==> config.mk <==
export PLATFORM = sky130hd
export DESIGN_NAME = mem_stage
export DESIGN_NICKNAME = d
export VERILOG_FILES = /design/src/rtl/rv32i_types.sv /design/src/rtl/mem_stage_align.sv /design/src/rtl/mem_stage.sv
export SDC_FILE = /design/constraint.sdc
export NUM_CORES = 1
export LEC_CHECK = 0
export CORE_AREA = 2 2 321 323
export CTS_CLUSTER_DIAMETER = 80
export DETAILED_ROUTE_END_ITERATION = 10
export DIE_AREA = 0 0 323 325
export PLACE_DENSITY = 0.36
export SLEW_MARGIN = 20
export SYNTH_ARGS = -nofsm -noshare
export SYNTH_HDL_FRONTEND = slang
export SYNTH_SLANG_ARGS = --single-unit
export TNS_END_PERCENT = 5
==> constraint.sdc <==
create_clock -name clk -period 3.2 [get_ports clk]
set_input_delay 0.48 -clock clk [delete_from_list [all_inputs] [get_ports clk]]
set_output_delay 0.48 -clock clk [all_outputs]
set_load 0.005 [all_outputs]
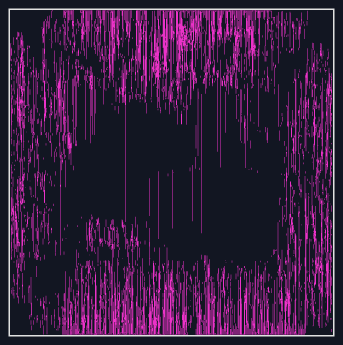
*The metal 2 layer*
Scale: 1 px per um.
share of all routed wire: 49%
wire length on this layer: 36.1 mm
Total Wirelength: 73.6 mm
routing usage on met2: 23.5%
vias after detailed routing: 14,700

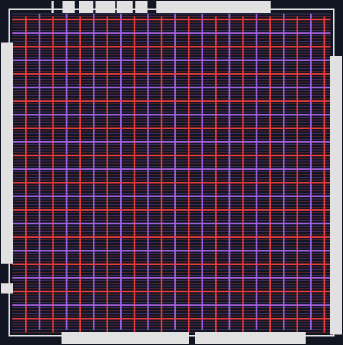
*Floorplan with the power grid*
Scale: 1 px per um. Pins as bars on the die edge.
| colour | net |
|---|---|
| red | VSS |
| purple | VDD |
rows: 117
signal pins: 822
met1 rails: 118
met5 straps: 23
Placeable Area: 0.101 mm2
peak ir drop on the vdd network: 414 uV

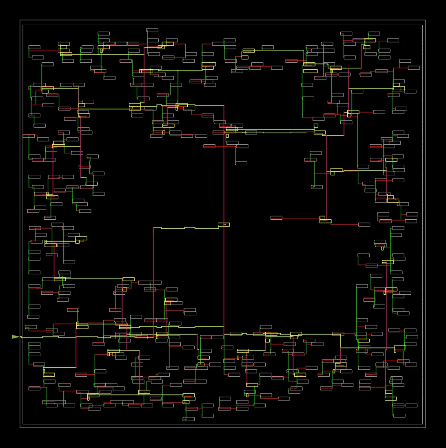
*The clock network*
number of buffers added by the clock tree synthesis step: 51
clk pwr: 5.73 mW
tally of clock buffers in the finished layout: 79
insertion delay of the later-clocked pin in the worst-skew pair: 0.61 ns
Setup Skew: 0.0254 ns

==> results.txt <==
Implementation results are summarized by area below.

Floorplan
Measured along the y axis, the die boundary spans 325 um. The effective utilization at floorplan is 15.6%.

Critical path
The worst register-to-register path has a depth of 6. The kind of end point of the critical path is an output pin.

Global route
The number of global-route vias before repair is 15,400. The total global routing track utilization is 13.7%. The first global-routing pass estimated 107 mm of wire.

Min path
STA reports the tightest min-delay check as being of type primary input to flip-flop.

Routing
The script logs the mean routed wire length per placed instance as 18.7 um. The number of nets still failing antenna checks after routing is 0. The final routed DRC violation total is 0. The total iterations of the first detailed-routing run is 6.

Clock tree
The number of buffers on the longest clock path is 3. Counting every sink on the clock net gives 370. The library cell used as clock root buffer is sky130_fd_sc_hd__clkbuf_16.

Power
The power report shows net switching accounting for 27.4% of the total. Per the OpenROAD power report, leakage power amounts to 12.4 nW. The script extracted a net switching power of 3.84 mW.

Synthesis
After synthesis the netlist holds a flip-flop and latch count of 370. The count of yosys warnings during synthesis is 0. The synth_stat.txt file lists the number of cells as 1,803.

The fraction of post-synthesis cell area in the top cell type by area is 58.5%. The number of synthesized flops with an enable pin is 0.

Finish
Per the run report, area growth between synthesis and finish was 70.4%.

Final timing
Of the available clock period, the critical path in the final layout requires 99.6%. Once routing completed, OpenROAD measured the worst setup slack at 0.0127 ns. The number of pins exceeding their max-slew limit in the final report is 0. For this run, the final setup violation count is recorded as 0.

Place
The detailed-placement wirelength estimate is 56.0 mm. The minimum setup slack after placement is -0.386 ns.

Status
The run finished with clean final reports.
cells in the final DEF (no fill, tap or decap), types with 17 or more instances in the layout:
cell type                         count
sky130_fd_sc_hd__nand2_1            980
sky130_fd_sc_hd__clkdlybuf4s50_1    779
sky130_fd_sc_hd__nor2_1              28
sky130_fd_sc_hd__clkbuf_16           52
sky130_fd_sc_hd__o21ai_0             27
sky130_fd_sc_hd__buf_12              17
sky130_fd_sc_hd__dlygate4sd2_1       26
sky130_fd_sc_hd__dfrtp_1            370
sky130_fd_sc_hd__o211ai_1            18
sky130_fd_sc_hd__buf_4               66
cell type report:
class,instances,area [um2],area share [%]
diodes,5,12.5,0.0464
clock buffers,79,1520,5.64
clock inverters,15,164,0.608
inverters,3,18.8,0.0696
multi-input cells,1200,5230,19.4
flip-flops and latches,370,9260,34.3
well taps,1368,1710,6.35
repair buffers,904,9060,33.6
cell families after synthesis:
kind of cell / after synthesis / share of synthesized area, %
and+or+nand+nor: 1068 / 26.6
xor gates and xnor gates: 12 / 0.664
muxes: 1 / 0.0711
buffers and inverters: 236 / 9.04
other: 1 / 0.0237
adders and majority gates: 1 / 0.0790
DFF: 370 / 58.5
AOI/OAI and AO/OA: 114 / 5.04
per-stage QoR:
stage | util [%] | hold slack, ns | TNS [ns] | power, mW
finish | 26.6 | 0.382 | 0 | 14.0
detailed placement | 24.9 | 0.455 | -8.41 | 8.44
floorplan | - | 0.184 | 0 | 6.33
global route | 26.6 | 0.339 | -0.348 | 14.8
global placement | 24.9 | 0.450 | -7.42 | 8.43
CTS | 26.6 | 0.309 | -0.643 | 14.4
tightest hold or removal path, stage by stage:
cell                              delay, ns
sky130_fd_sc_hd__clkdlybuf4s50_1       0.39
sky130_fd_sc_hd__nand2_1               0.06
sky130_fd_sc_hd__nand2_1               0.04
power groups by stage:
stage / registers [mW] / logic (mW) / clock network, mW
floorplan: 5.52 / 0.811 / 0
global placement: 5.52 / 2.92 / 0
detailed placement: 5.54 / 2.90 / 0
CTS: 5.47 / 2.92 / 6.02
global route: 5.52 / 3.10 / 6.20
finish: 5.45 / 2.83 / 5.73
repair_timing:
item / in CTS / in global routing
pin swaps: 4 / 3
hold endpoints to repair: 67 / 0
setup buffers: 2 / 1
setup endpoints to repair: 40 / 15
gates cloned: 0 / 0
hold buffers: 1 / 0
resized: 37 / 17
per-layer routing:
metal  vias to the layer above  share of wire (%)  track usage (%)
met4                        10                2.7             3.85
met3                       108                9.9             5.70
li1                       7002                  -                -
met5                         -              0.075                0
met1                      6989                 38             15.4
met2                       559                 49             23.5
No activity file was given, so power comes from the tool's default toggle rates.
